## src/rtl/cfg_chain_pkg.sv

```systemverilog
// Shared types and constants for the configuration scan-chain loader.
package cfg_chain_pkg;

    localparam int unsigned WORD_W = 32;

    typedef enum logic [1:0] {
        IDLE,
        FETCH,
        SHIFT,
        DONE
    } state_e;

    // Number of bits actually shifted out of the last word of a load.
    function automatic int unsigned final_word_bits(input int unsigned chain_len);
        int unsigned rem;
        rem = chain_len % WORD_W;
        return (rem == 0) ? WORD_W : rem;
    endfunction

endpackage

```

## src/rtl/cfg_bit_deser.sv

```systemverilog
// Readback deserialiser: packs chain output bits MSB-first into 32-bit words,
// flushing a left-aligned, zero-padded partial word on request.
module cfg_bit_deser
    import cfg_chain_pkg::*;
(
    input  logic              clk,
    input  logic              rst,
    input  logic              sample,
    input  logic              sdi,
    input  logic              flush,
    output logic [WORD_W-1:0] rb_data,
    output logic              rb_valid
);

    logic [WORD_W-1:0] sh_q, sh_d;
    logic [WORD_W-1:0] data_q, data_d;
    logic [5:0]        cnt_q, cnt_d;
    logic              valid_q, valid_d;

    always_comb begin
        sh_d    = sh_q;
        cnt_d   = cnt_q;
        data_d  = data_q;
        valid_d = 1'b0;
        if (sample) begin
            sh_d  = {sh_q[WORD_W-2:0], sdi};
            cnt_d = cnt_q + 6'd1;
            if (cnt_d == 6'(WORD_W) || flush) begin
                valid_d = 1'b1;
                data_d  = sh_d << (6'(WORD_W) - cnt_d);
                cnt_d   = '0;
                sh_d    = '0;
            end
        end
    end

    always_ff @(posedge clk or posedge rst) begin
        if (rst) begin
            sh_q    <= '0;
            data_q  <= '0;
            cnt_q   <= '0;
            valid_q <= 1'b0;
        end else begin
            sh_q    <= sh_d;
            data_q  <= data_d;
            cnt_q   <= cnt_d;
            valid_q <= valid_d;
        end
    end

    assign rb_data  = data_q;
    assign rb_valid = valid_q;

endmodule

```

## src/rtl/cfg_chain_loader.sv

```systemverilog
// Configuration bitstream loader: serialises 32-bit words MSB-first onto the
// fabric scan chain. Define CFG_READBACK_EN to capture the old chain contents.
module cfg_chain_loader
    import cfg_chain_pkg::*;
#(
    parameter int unsigned CHAIN_LEN = 4096
) (
    input  logic              prog_clk,
    input  logic              prog_rst,
    input  logic              start,
    input  logic [WORD_W-1:0] cfg_data,
    input  logic              cfg_valid,
    output logic              cfg_ready,
    output logic              prog_sdo,
    output logic              prog_en,
    input  logic              chain_sdi,
    output logic              busy,
    output logic              done,
    output logic [WORD_W-1:0] rb_data,
    output logic              rb_valid
);

    localparam int unsigned   CW         = $clog2(CHAIN_LEN + 1);
    localparam logic [CW-1:0] LAST_IDX   = CW'(CHAIN_LEN - 1);
    localparam logic [5:0]    FINAL_BITS = 6'(final_word_bits(CHAIN_LEN));

    state_e            state_q, state_d;
    logic [CW-1:0]     bit_cnt_q, bit_cnt_d;
    logic [5:0]        word_left_q, word_left_d;
    logic [WORD_W-1:0] shreg_q, shreg_d;
    logic              cfg_ready_q, cfg_ready_d;
    logic              prog_en_q, prog_en_d;
    logic              prog_sdo_q, prog_sdo_d;
    logic              busy_q, busy_d;
    logic              done_q, done_d;

    logic              handshake;
    logic              last_bit;
    logic              word_end;
    logic [CW-1:0]     bit_cnt_inc;
    logic [CW-1:0]     ld_cnt;
    logic [31:0]       remaining;
    logic [5:0]        next_word_len;

    always_comb begin
        handshake   = cfg_valid & cfg_ready_q;
        last_bit    = (bit_cnt_q == LAST_IDX);
        word_end    = (word_left_q == 6'd1);
        bit_cnt_inc = bit_cnt_q + CW'(1);
        // A word loaded at a boundary starts at the post-increment count.
        ld_cnt        = (state_q == SHIFT) ? bit_cnt_inc : bit_cnt_q;
        remaining     = CHAIN_LEN - 32'(ld_cnt);
        next_word_len = (remaining < WORD_W) ? FINAL_BITS : 6'(WORD_W);

        state_d     = state_q;
        bit_cnt_d   = bit_cnt_q;
        word_left_d = word_left_q;
        shreg_d     = shreg_q;
        done_d      = done_q;

        case (state_q)
            IDLE: begin
                if (start) begin
                    state_d   = FETCH;
                    bit_cnt_d = '0;
                    done_d    = 1'b0;
                end
            end
            FETCH: begin
                if (handshake) begin
                    shreg_d     = cfg_data;
                    word_left_d = next_word_len;
                    state_d     = SHIFT;
                end
            end
            SHIFT: begin
                shreg_d     = {shreg_q[WORD_W-2:0], 1'b0};
                bit_cnt_d   = bit_cnt_inc;
                word_left_d = word_left_q - 6'd1;
                if (last_bit) begin
                    state_d = DONE;
                    done_d  = 1'b1;
                end else if (word_end) begin
                    if (handshake) begin
                        shreg_d     = cfg_data;
                        word_left_d = next_word_len;
                    end else begin
                        state_d = FETCH;
                    end
                end
            end
            DONE: begin
                state_d = IDLE;
            end
            default: begin
                state_d = IDLE;
            end
        endcase

        // Outputs are registered from the next state so they line up with it.
        busy_d      = (state_d == FETCH) || (state_d == SHIFT);
        prog_en_d   = (state_d == SHIFT);
        prog_sdo_d  = (state_d == SHIFT) ? shreg_d[WORD_W-1] : 1'b0;
        cfg_ready_d = (state_d == FETCH) ||
                      ((state_d == SHIFT) && (word_left_d == 6'd1) && (bit_cnt_d != LAST_IDX));
    end

    always_ff @(posedge prog_clk or posedge prog_rst) begin
        if (prog_rst) begin
            state_q     <= IDLE;
            bit_cnt_q   <= '0;
            word_left_q <= '0;
            shreg_q     <= '0;
            cfg_ready_q <= 1'b0;
            prog_en_q   <= 1'b0;
            prog_sdo_q  <= 1'b0;
            busy_q      <= 1'b0;
            done_q      <= 1'b0;
        end else begin
            state_q     <= state_d;
            bit_cnt_q   <= bit_cnt_d;
            word_left_q <= word_left_d;
            shreg_q     <= shreg_d;
            cfg_ready_q <= cfg_ready_d;
            prog_en_q   <= prog_en_d;
            prog_sdo_q  <= prog_sdo_d;
            busy_q      <= busy_d;
            done_q      <= done_d;
        end
    end

    assign cfg_ready = cfg_ready_q;
    assign prog_en   = prog_en_q;
    assign prog_sdo  = prog_sdo_q;
    assign busy      = busy_q;
    assign done      = done_q;

`ifdef CFG_READBACK_EN
    logic rb_flush;
    assign rb_flush = prog_en_q & last_bit;

    cfg_bit_deser u_deser (
        .clk      (prog_clk),
        .rst      (prog_rst),
        .sample   (prog_en_q),
        .sdi      (chain_sdi),
        .flush    (rb_flush),
        .rb_data  (rb_data),
        .rb_valid (rb_valid)
    );
`else
    logic unused_chain_sdi;
    assign unused_chain_sdi = chain_sdi;
    assign rb_data  = '0;
    assign rb_valid = 1'b0;
`endif

endmodule

```

## config.mk

```make
export PLATFORM = sky130hd
export DESIGN_NAME = cfg_chain_loader
export DESIGN_NICKNAME = d
export VERILOG_FILES = /design/src/rtl/cfg_chain_pkg.sv /design/src/rtl/cfg_bit_deser.sv /design/src/rtl/cfg_chain_loader.sv
export SDC_FILE = /design/constraint.sdc
export NUM_CORES = 1
export LEC_CHECK = 0
export ABC_CLOCK_PERIOD_IN_PS = 2950
export CAP_MARGIN = 20
export CORE_ASPECT_RATIO = 0.75
export CORE_UTILIZATION = 45
export DETAILED_ROUTE_END_ITERATION = 10
export HOLD_SLACK_MARGIN = 0.08
export PLACE_DENSITY = 0.78
export SYNTH_ARGS = -nofsm -noshare
export SYNTH_HDL_FRONTEND = slang
export SYNTH_SLANG_ARGS = --single-unit
export TNS_END_PERCENT = 50
```

## constraint.sdc

```tcl
create_clock -name prog_clk -period 2.95 [get_ports prog_clk]
set_input_delay 0.4425 -clock prog_clk [delete_from_list [all_inputs] [get_ports prog_clk]]
set_output_delay 0.4425 -clock prog_clk [all_outputs]
set_load 0.1 [all_outputs]
```

### Sequential cells grouped by signal name, run 1

(4 px per µm) Other sequential cells in the stronger grey, the rest of the logic in the fainter grey.
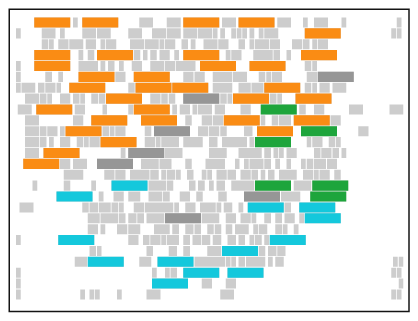
word_left_q -> green  # sequential cells 6, where middle right
bit_cnt_q -> cyan  # sequential cells 13
shreg_q -> orange  # sequential cells 32
power attributed to sequential cells: 1.13 mW
area used by sequential logic in the layout: 1450 µm²

### Routing congestion, run 1

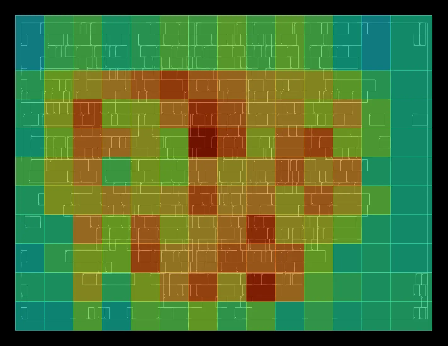
average wire per standard cell: 14.6 µm
Final Core Density: 55.6%
met2 layer usage reported by global route: 32.9%

==> reports/results.ini, run 1 <==
[clocking]
cts_post_setup_buffers_inserted = 0
tritoncts = done
cts_root_cell = clkbuf_8

[timing]
final-setup-viol-count = 0
fmax_ghz = 0.369
report.final.slew_viol_count = 0
final_min_period_over_clock_period_pct = 91.9
finalWorstSetupSlack_ps = 239

[critical_path]
cp_top_family = simple AND/OR/NAND/NOR gates
crit_buf_inv = 2
critical_path.reg2reg.endpoint = cfg_ready

[power_and_ir_drop]
cellPowerDensity_nw_per_um2 = 879
power_mw = 3.36

[floorplanning]
io_pins = 75
effective_utilization_at_floorplan_pct = 46.8
well_tap_count = 98

[final_layout]
registers.top_by_ff_count = shreg_q
multi_input_gate_share_of_total_cell_area_pct = 39.7
antenna_cells_inserted = 0
clock_tree_area_fraction_pct = 4.49

[logic_synthesis]
synth_top_cells_by_count = dfrtp_1 (58), nand2_1 (55), o21ai_0 (51), buf_4 (34), a22oi_1 (30)
ys_seq_share_pct = 45.2
mux_cell_area_share_after_synthesis_pct = 0.973
xor_area_share_pct = 1.09
synth-warning-count = 0
yosysUniqueCellTypes = 48

[drt]
drt_iter0_drc = 222
drc_errors = 0
wirelength_met1_mm = 3.24

[placed_design]
detailedPlacementHpwl_mm = 5.14

[run_status]
outcome = finished clean

[grt]
grt.overflow.total = 0

### Selected gate families, run 1

(3 px per µm)
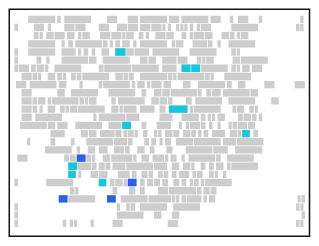
AND-OR and OR-AND gates -> cyan  # cells 9
XOR/XNOR gates -> blue  # cells 4, most used xnor2_1

### Signal wires on met1, run 1

(3 px per µm)
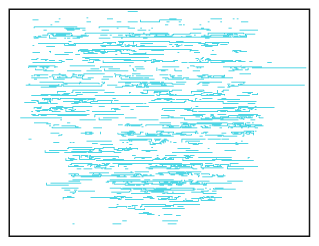
wire length on this layer = 3240 µm
longest straight run = 39.6 µm
main direction = horizontal
GR Util met1: 27.6%
final wirelength: 7.23 mm

==> inputs of run 2 (changes only) <==
--- a/config.mk
+++ b/config.mk
@@ -9,6 +9,7 @@
 export CAP_MARGIN = 20
 export CORE_ASPECT_RATIO = 0.75
 export CORE_UTILIZATION = 45
+export CTS_CLUSTER_SIZE = 40
 export DETAILED_ROUTE_END_ITERATION = 10
 export HOLD_SLACK_MARGIN = 0.08
 export PLACE_DENSITY = 0.78
### Signal wires on met1, run 2

(3 px per µm)
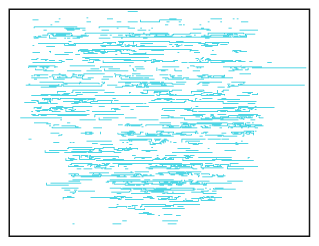
wire length on this layer = 3240 µm
nets with wire on the layer = 378
share of all routed wire = 45%
main direction = horizontal
via count: 2668

==> run 2 against run 1 <==
  * Global-route usage stayed put
  * Total power unchanged
  * Fmax stayed put
  * Setup slack unchanged
==> reports/results.ini, run 2 <==
[run_status]
outcome = finished clean  ; unchanged

[logic_synthesis]
xor_area_share_pct = 1.09  ; unchanged
mux_cell_area_share_after_synthesis_pct = 0.973  ; unchanged
yosysUniqueCellTypes = 48  ; unchanged
synth-warning-count = 0  ; unchanged

[grt]
grt.met2_usage_pct = 32.9  ; unchanged
globalRouteMet1Util_pct = 27.6  ; unchanged

[drt]
wirelength_met1_mm = 3.24  ; unchanged
drt_iter0_drc = 222  ; unchanged
average_wire_per_standard_cell_um = 14.6  ; unchanged
finalWirelength_mm = 7.23  ; unchanged

[timing]
finalWorstSetupSlack_ps = 239  ; unchanged
report.final.slew_viol_count = 0  ; unchanged
final-setup-viol-count = 0  ; unchanged
final_min_period_over_clock_period_pct = 91.9  ; unchanged
fmax_ghz = 0.369  ; unchanged

[clocking]
tritoncts = done  ; unchanged
cts_post_setup_buffers_inserted = 0  ; unchanged
cts_root_cell = clkbuf_8  ; unchanged

[final_layout]
clock_tree_area_fraction_pct = 4.49  ; unchanged
antenna_cells_inserted = 0  ; unchanged
n_sequential_cell = 58  ; unchanged
multi_input_gate_share_of_total_cell_area_pct = 39.7  ; unchanged
registers.top_by_ff_count = shreg_q  ; unchanged
ff_latch_area_um2 = 1450  ; unchanged

[power_and_ir_drop]
total_leakage_power_nw = 1.67  ; unchanged
cellPowerDensity_nw_per_um2 = 879  ; unchanged
power_sequential_mw = 1.13  ; about the same
pwr.group.combinational_mw = 1.59  ; about the same
power_mw = 3.36  ; unchanged

[critical_path]
crit_end = cfg_ready  ; unchanged
critical_path.reg2reg.endpoint = cfg_ready  ; unchanged
crit_buf_inv = 2  ; unchanged
critPathArrivalTime_ps = 2950  ; about the same

[floorplanning]
effective_utilization_at_floorplan_pct = 46.8  ; unchanged
well_tap_count = 98  ; unchanged
io_pins = 75  ; unchanged

[placed_design]
portBuffers = 40  ; unchanged
detailedPlacementHpwl_mm = 5.14  ; unchanged

### Sequential cells grouped by signal name, run 2

(4 px per µm) Other sequential cells in the stronger grey, the rest of the logic in the fainter grey.
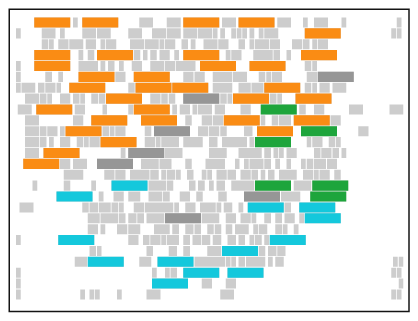
word_left_q -> green  # sequential cells 6, where middle right
shreg_q -> orange  # sequential cells 32
bit_cnt_q -> cyan  # sequential cells 13
not coloured = 7

Power figures rest on the tool's default switching activity, not on a simulated workload.
